==> config.mk <==
export PLATFORM = sky130hd
export DESIGN_NAME = wb_dram_arbiter
export DESIGN_NICKNAME = d
export VERILOG_FILES = /design/src/rtl/wb_dram_arbiter.sv
export SDC_FILE = /design/constraint.sdc
export NUM_CORES = 1
export LEC_CHECK = 0
export CAP_MARGIN = 20
export CORE_AREA = 3 3 126 128
export CTS_BUF_LIST = sky130_fd_sc_hd__clkbuf_16
export CTS_CLUSTER_SIZE = 16
export DETAILED_ROUTE_END_ITERATION = 6
export DIE_AREA = 0 0 129 131
export PLACE_DENSITY = 0.58
export SKIP_CTS_REPAIR_TIMING = 1
export SLEW_MARGIN = 20
export SYNTH_ARGS = -nofsm -noshare
export SYNTH_HDL_FRONTEND = slang
export SYNTH_SLANG_ARGS = --single-unit
export TNS_END_PERCENT = 30
==> constraint.sdc <==
create_clock -name clk -period 4.8 [get_ports clk]
set_clock_uncertainty 0.2 [all_clocks]
set_input_delay 1.2 -clock clk [delete_from_list [all_inputs] [get_ports clk]]
set_output_delay 1.2 -clock clk [all_outputs]
set_load 0.1 [all_outputs]
==> src/rtl/wb_dram_arbiter.sv <==
// Two-master Wishbone arbiter feeding the DRAM Wishbone adapter.
// Round-robin on ties, no preemption of a granted cycle, and a watchdog that
// force-terminates a strobe the slave never acknowledges. The watchdog answers
// such a strobe with an error word of 32'hFFFFFFFF and sets a sticky flag.
module wb_dram_arbiter #(
  parameter int AW      = 36,
  parameter int TIMEOUT = 255
) (
  input  logic          clk,
  input  logic          reset,
  // master 0
  input  logic [AW-1:0] m0_adr_i,
  input  logic [31:0]   m0_dat_i,
  output logic [31:0]   m0_dat_o,
  input  logic [3:0]    m0_sel_i,
  input  logic          m0_we_i,
  input  logic          m0_stb_i,
  input  logic          m0_cyc_i,
  output logic          m0_ack_o,
  // master 1
  input  logic [AW-1:0] m1_adr_i,
  input  logic [31:0]   m1_dat_i,
  output logic [31:0]   m1_dat_o,
  input  logic [3:0]    m1_sel_i,
  input  logic          m1_we_i,
  input  logic          m1_stb_i,
  input  logic          m1_cyc_i,
  output logic          m1_ack_o,
  // slave side
  output logic [AW-1:0] s_adr_o,
  output logic [31:0]   s_dat_o,
  output logic [3:0]    s_sel_o,
  output logic          s_we_o,
  output logic          s_stb_o,
  output logic          s_cyc_o,
  input  logic [31:0]   s_dat_i,
  input  logic          s_ack_i,
  // status
  output logic [1:0]    gnt_o,
  input  logic          timeout_clr_i,
  output logic          timeout_o
);

  typedef enum logic [1:0] {
    ST_IDLE  = 2'd0,
    ST_BUSY  = 2'd1,
    ST_ABORT = 2'd2
  } state_t;

  // Last counter value tolerated without an ack; one more silent cycle aborts.
  localparam logic [15:0] CNT_LAST = 16'(TIMEOUT - 1);

  state_t        state_q, state_d;
  logic          gsel_q, gsel_d;      // index of the granted master
  logic          last_q, last_d;      // master granted most recently (tie breaker)
  logic [15:0]   cnt_q, cnt_d;        // no-ack watchdog
  logic          timeout_q, timeout_d;

  // Request of the currently granted master
  logic [AW-1:0] g_adr;
  logic [31:0]   g_dat;
  logic [3:0]    g_sel;
  logic          g_we, g_stb, g_cyc;
  logic [1:0]    gnt_onehot;

  // Response routed back to the granted master
  logic          ack_g;
  logic [31:0]   rdat_g;

  assign g_adr      = gsel_q ? m1_adr_i : m0_adr_i;
  assign g_dat      = gsel_q ? m1_dat_i : m0_dat_i;
  assign g_sel      = gsel_q ? m1_sel_i : m0_sel_i;
  assign g_we       = gsel_q ? m1_we_i  : m0_we_i;
  assign g_stb      = gsel_q ? m1_stb_i : m0_stb_i;
  assign g_cyc      = gsel_q ? m1_cyc_i : m0_cyc_i;
  assign gnt_onehot = gsel_q ? 2'b10 : 2'b01;

  // The sticky flag is masked while reset is held so every output is idle.
  assign timeout_o  = timeout_q & ~reset;

  // State, grant, tie pointer, watchdog and sticky flag registers
  always_ff @(posedge clk) begin
    if (reset) begin
      state_q   <= ST_IDLE;
      gsel_q    <= 1'b0;
      last_q    <= 1'b1;     // master 0 wins the first tie
      cnt_q     <= '0;
      timeout_q <= 1'b0;
    end else begin
      state_q   <= state_d;
      gsel_q    <= gsel_d;
      last_q    <= last_d;
      cnt_q     <= cnt_d;
      timeout_q <= timeout_d;
    end
  end

  // Next state: arbitrate in IDLE, hold while cyc stays high, abort on watchdog
  always_comb begin
    state_d = state_q;
    gsel_d  = gsel_q;
    last_d  = last_q;
    case (state_q)
      ST_IDLE: begin
        if (m0_cyc_i || m1_cyc_i) begin
          // On a tie the master that did not own the bus last time wins.
          gsel_d  = (m0_cyc_i && m1_cyc_i) ? ~last_q : m1_cyc_i;
          last_d  = gsel_d;
          state_d = ST_BUSY;
        end
      end
      ST_BUSY: begin
        if (!g_cyc) begin
          state_d = ST_IDLE;
        end else if (g_stb && !s_ack_i && (cnt_q == CNT_LAST)) begin
          state_d = ST_ABORT;
        end
      end
      ST_ABORT: state_d = ST_IDLE;
      default:  state_d = ST_IDLE;
    endcase
  end

  // Watchdog counts silent strobe cycles; sticky flag set wins over clear
  always_comb begin
    cnt_d = cnt_q + 16'd1;
    if ((state_q != ST_BUSY) || !g_stb || s_ack_i) begin
      cnt_d = '0;
    end
    timeout_d = (state_q == ST_ABORT) | (timeout_q & ~timeout_clr_i);
  end

  // Outputs: pass the granted request through, route the response back
  always_comb begin
    s_adr_o  = '0;
    s_dat_o  = '0;
    s_sel_o  = '0;
    s_we_o   = 1'b0;
    s_stb_o  = 1'b0;
    s_cyc_o  = 1'b0;
    gnt_o    = 2'b00;
    ack_g    = 1'b0;
    rdat_g   = '0;
    m0_ack_o = 1'b0;
    m1_ack_o = 1'b0;
    m0_dat_o = '0;
    m1_dat_o = '0;
    if (!reset) begin
      case (state_q)
        ST_BUSY: begin
          s_adr_o = g_adr;
          s_dat_o = g_dat;
          s_sel_o = g_sel;
          s_we_o  = g_we;
          s_stb_o = g_stb;
          s_cyc_o = g_cyc;
          gnt_o   = gnt_onehot;
          ack_g   = s_ack_i;
          rdat_g  = s_dat_i;
        end
        ST_ABORT: begin
          // Bus released toward the slave; a late slave ack is dropped here.
          s_adr_o = g_adr;
          s_dat_o = g_dat;
          s_sel_o = g_sel;
          s_we_o  = g_we;
          gnt_o   = gnt_onehot;
          ack_g   = 1'b1;
          rdat_g  = 32'hFFFF_FFFF;
        end
        default: ;
      endcase
      m0_ack_o = ack_g & ~gsel_q;
      m1_ack_o = ack_g &  gsel_q;
      m0_dat_o = gsel_q ? 32'h0 : rdat_g;
      m1_dat_o = gsel_q ? rdat_g : 32'h0;
    end
  end

endmodule
Metal layers overlaid:
The bar under the picture is 50 um long.
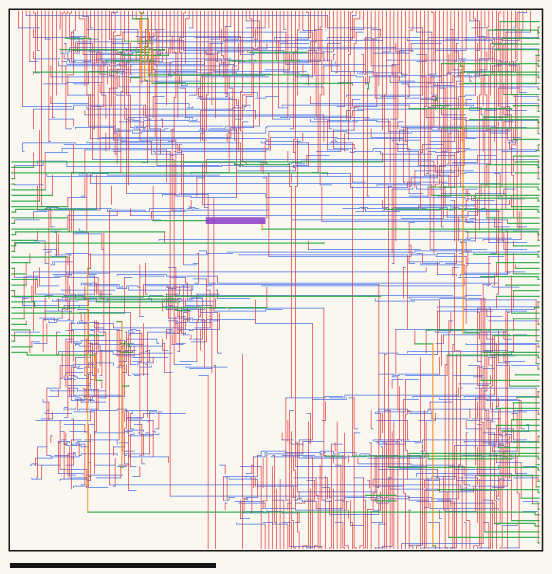
legend:
  blue:
    layer: met1
    wire_length: 8460 um
  purple:
    layer: met5
    wire_length: 12.9 um
  orange:
    layer: met4
    wire_length: 264 um
  green:
    layer: met3
    wire_length: 2110 um
  red:
    layer: met2
    wire_length: 9640 um
Tot GR Track Use: 22.0%
final wirelength: 20.5 mm

Clock wires, drivers and flops:
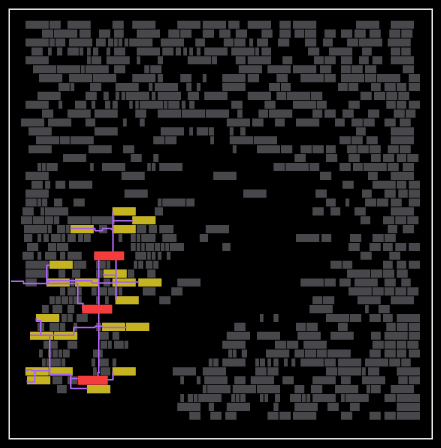
legend:
  red:
    item: cells driving clock nets
    count: 3
  purple:
    item: clock wires
    length: 259 um
  yellow:
    item: flip-flops
    count: 21
routed clock nets: 4

==> impl_metrics.ini <==
; synthesis and place-and-route metrics
[sta]
final.min_clock_period_ps = 4420
setup_viol = 0
rsz0062_at_grt = no
final.setup.worst_slack_ps = 383
whs_ps = 284
hold_viol = 0
slew_violations = 0

[die]
rows = 45
core-area_mm2 = 0.0150
initCoreUtil_pct = 15.1
dieArea_mm2 = 0.0169

[synth]
synthArstFlopShare_pct = 0
top_cell_area_share_pct = 28.4
syn_inst = 327
top_cell = nor2_1
topCellsByArea = a22o_1, dfxtp_1, nor2_1, a21oi_1, ha_1
syn_nets = 518
yosys.area.top_type = a22o_1
yosys_warnings = 0
ys_seq_share_pct = 18.6
edf_count = 0

[power_and_ir_drop]
p_per_area_mw_per_mm2 = 165
swShare_pct = 46.9
p_int_mw = 0.633
seq_power_share_pct = 15.2
finalPower_mw = 1.19
netSwitchingPower_mw = 0.560

[layout]
postLayoutCellArea_mm2 = 0.00722
areaGrowthSynthToFinish_pct = 220
postLayoutCoreUtil_pct = 48.2
logic_area_mm2 = 0.00165

[clocking]
ctsRootBufferMaster = clkbuf_16
clk_latency_ps = 250
htreeDepth = 1
clkTransAtPathRegs_ps = 50
ctsLongestPathBuffers = 2
cts_tree = yes

[detailed_routing]
wl_per_cell_um = 24.9
avgViaCountPerCell = 4.70
drtIter0Drc = 238

[place]
portBuffers = 329

[hold_path]
min_path_type = reg -> reg

[worst_setup_path]
cp_data_arrival_time_ps = 3020
end_kind = primary output
worstSetupStartpointType = primary input

[flow_run]
tool_warnings = 30

[grt]
grt_max_degree = 52
grt_pass1_vias = 3739

[outcome]
status = complete, no violations
## worst max-delay path: stages
cell	delay (ps)
clkdlybuf4s50_1	430
or3b_1	390
inv_2	100
buf_12	230
a22o_1	380
buf_12	220
## logic make-up after synthesis
| kind of cell | share of synthesized area [%] |
|---|---|
| AOI/OAI and AO/OA | 39.7 |
| xor gates and xnor gates | 4.27 |
| adders and majority gates | 2.77 |
| buffers and inverters | 8.10 |
| DFF | 18.6 |
| muxes | 0.943 |
| and+or+nand+nor | 25.6 |
## worst paths after layout
check / to / startpoint / slack, ps / depth (start not counted)
worst max-delay path: s_dat_o[24] / reset / 380 / 6
worst min-delay path: cnt_q[15]$_SDFF_PP0_ / cnt_q[15]$_SDFF_PP0_ / 280 / 2
worst max register to register: cnt_q[13]$_SDFF_PP0_ / state_q[1]$_SDFFE_PP0P_ / 2190 / 5
worst min register to register: cnt_q[15]$_SDFF_PP0_ / cnt_q[15]$_SDFF_PP0_ / 280 / 2
## cells in the final DEF (no fill, tap or decap), drive strengths merged, types with 2 or more instances in the layout
| cell type | count |
|---|---|
| a211oi | 2 |
| a21oi | 41 |
| a22o | 73 |
| and3 | 2 |
| and4 | 3 |
| buf | 154 |
| clkbuf | 3 |
| clkdlybuf4s50 | 185 |
| dfxtp | 21 |
| ha | 5 |
| inv | 8 |
| nand2 | 7 |
| nand3 | 7 |
| nand4 | 5 |
| nor2 | 83 |
| nor2b | 3 |
| nor4 | 2 |
| or3 | 2 |
| or4 | 2 |
| xnor2 | 4 |
| xor2 | 7 |
## sequential cells by signal (all words and copies together) (netlist names)
name and count:
cnt_q 16, gsel_q 1, last_q 1, state_q 2
timeout_q 1
## area by class of cell
class | count | area share (%)
sequential | 21 | 5.82
timing repair buffer | 339 | 66.6
antenna | 1 | 0.0346
multi-input combinational | 262 | 22.9
clock buffer | 3 | 1.04
inverter | 7 | 0.364
clock inverter | 1 | 0.0520
tap | 188 | 3.26
## layer usage
metal / wire length [um] / up-vias / global-route usage [%] / share of wire, %
met5: 12 / - / 0 / 0.059
met3: 2110 / 21 / 7.80 / 10
li1: - / 1806 / - / -
met1: 8460 / 1842 / 29.6 / 41
met4: 263 / 2 / 3.03 / 1.3
met2: 9640 / 191 / 34.9 / 47
## power groups by stage
| stage | combinational, mW | sequential [mW] | clock [mW] |
|---|---|---|---|
| after detailed placement | 0.838 | 0.184 | 0 |
| final | 0.840 | 0.181 | 0.172 |
| after floorplan | 0.426 | 0.183 | 0 |
| after CTS | 0.842 | 0.181 | 0.177 |
| after global routing | 0.863 | 0.181 | 0.185 |
| after global placement | 0.837 | 0.184 | 0 |
No activity file was given, so power comes from the tool's default toggle rates.
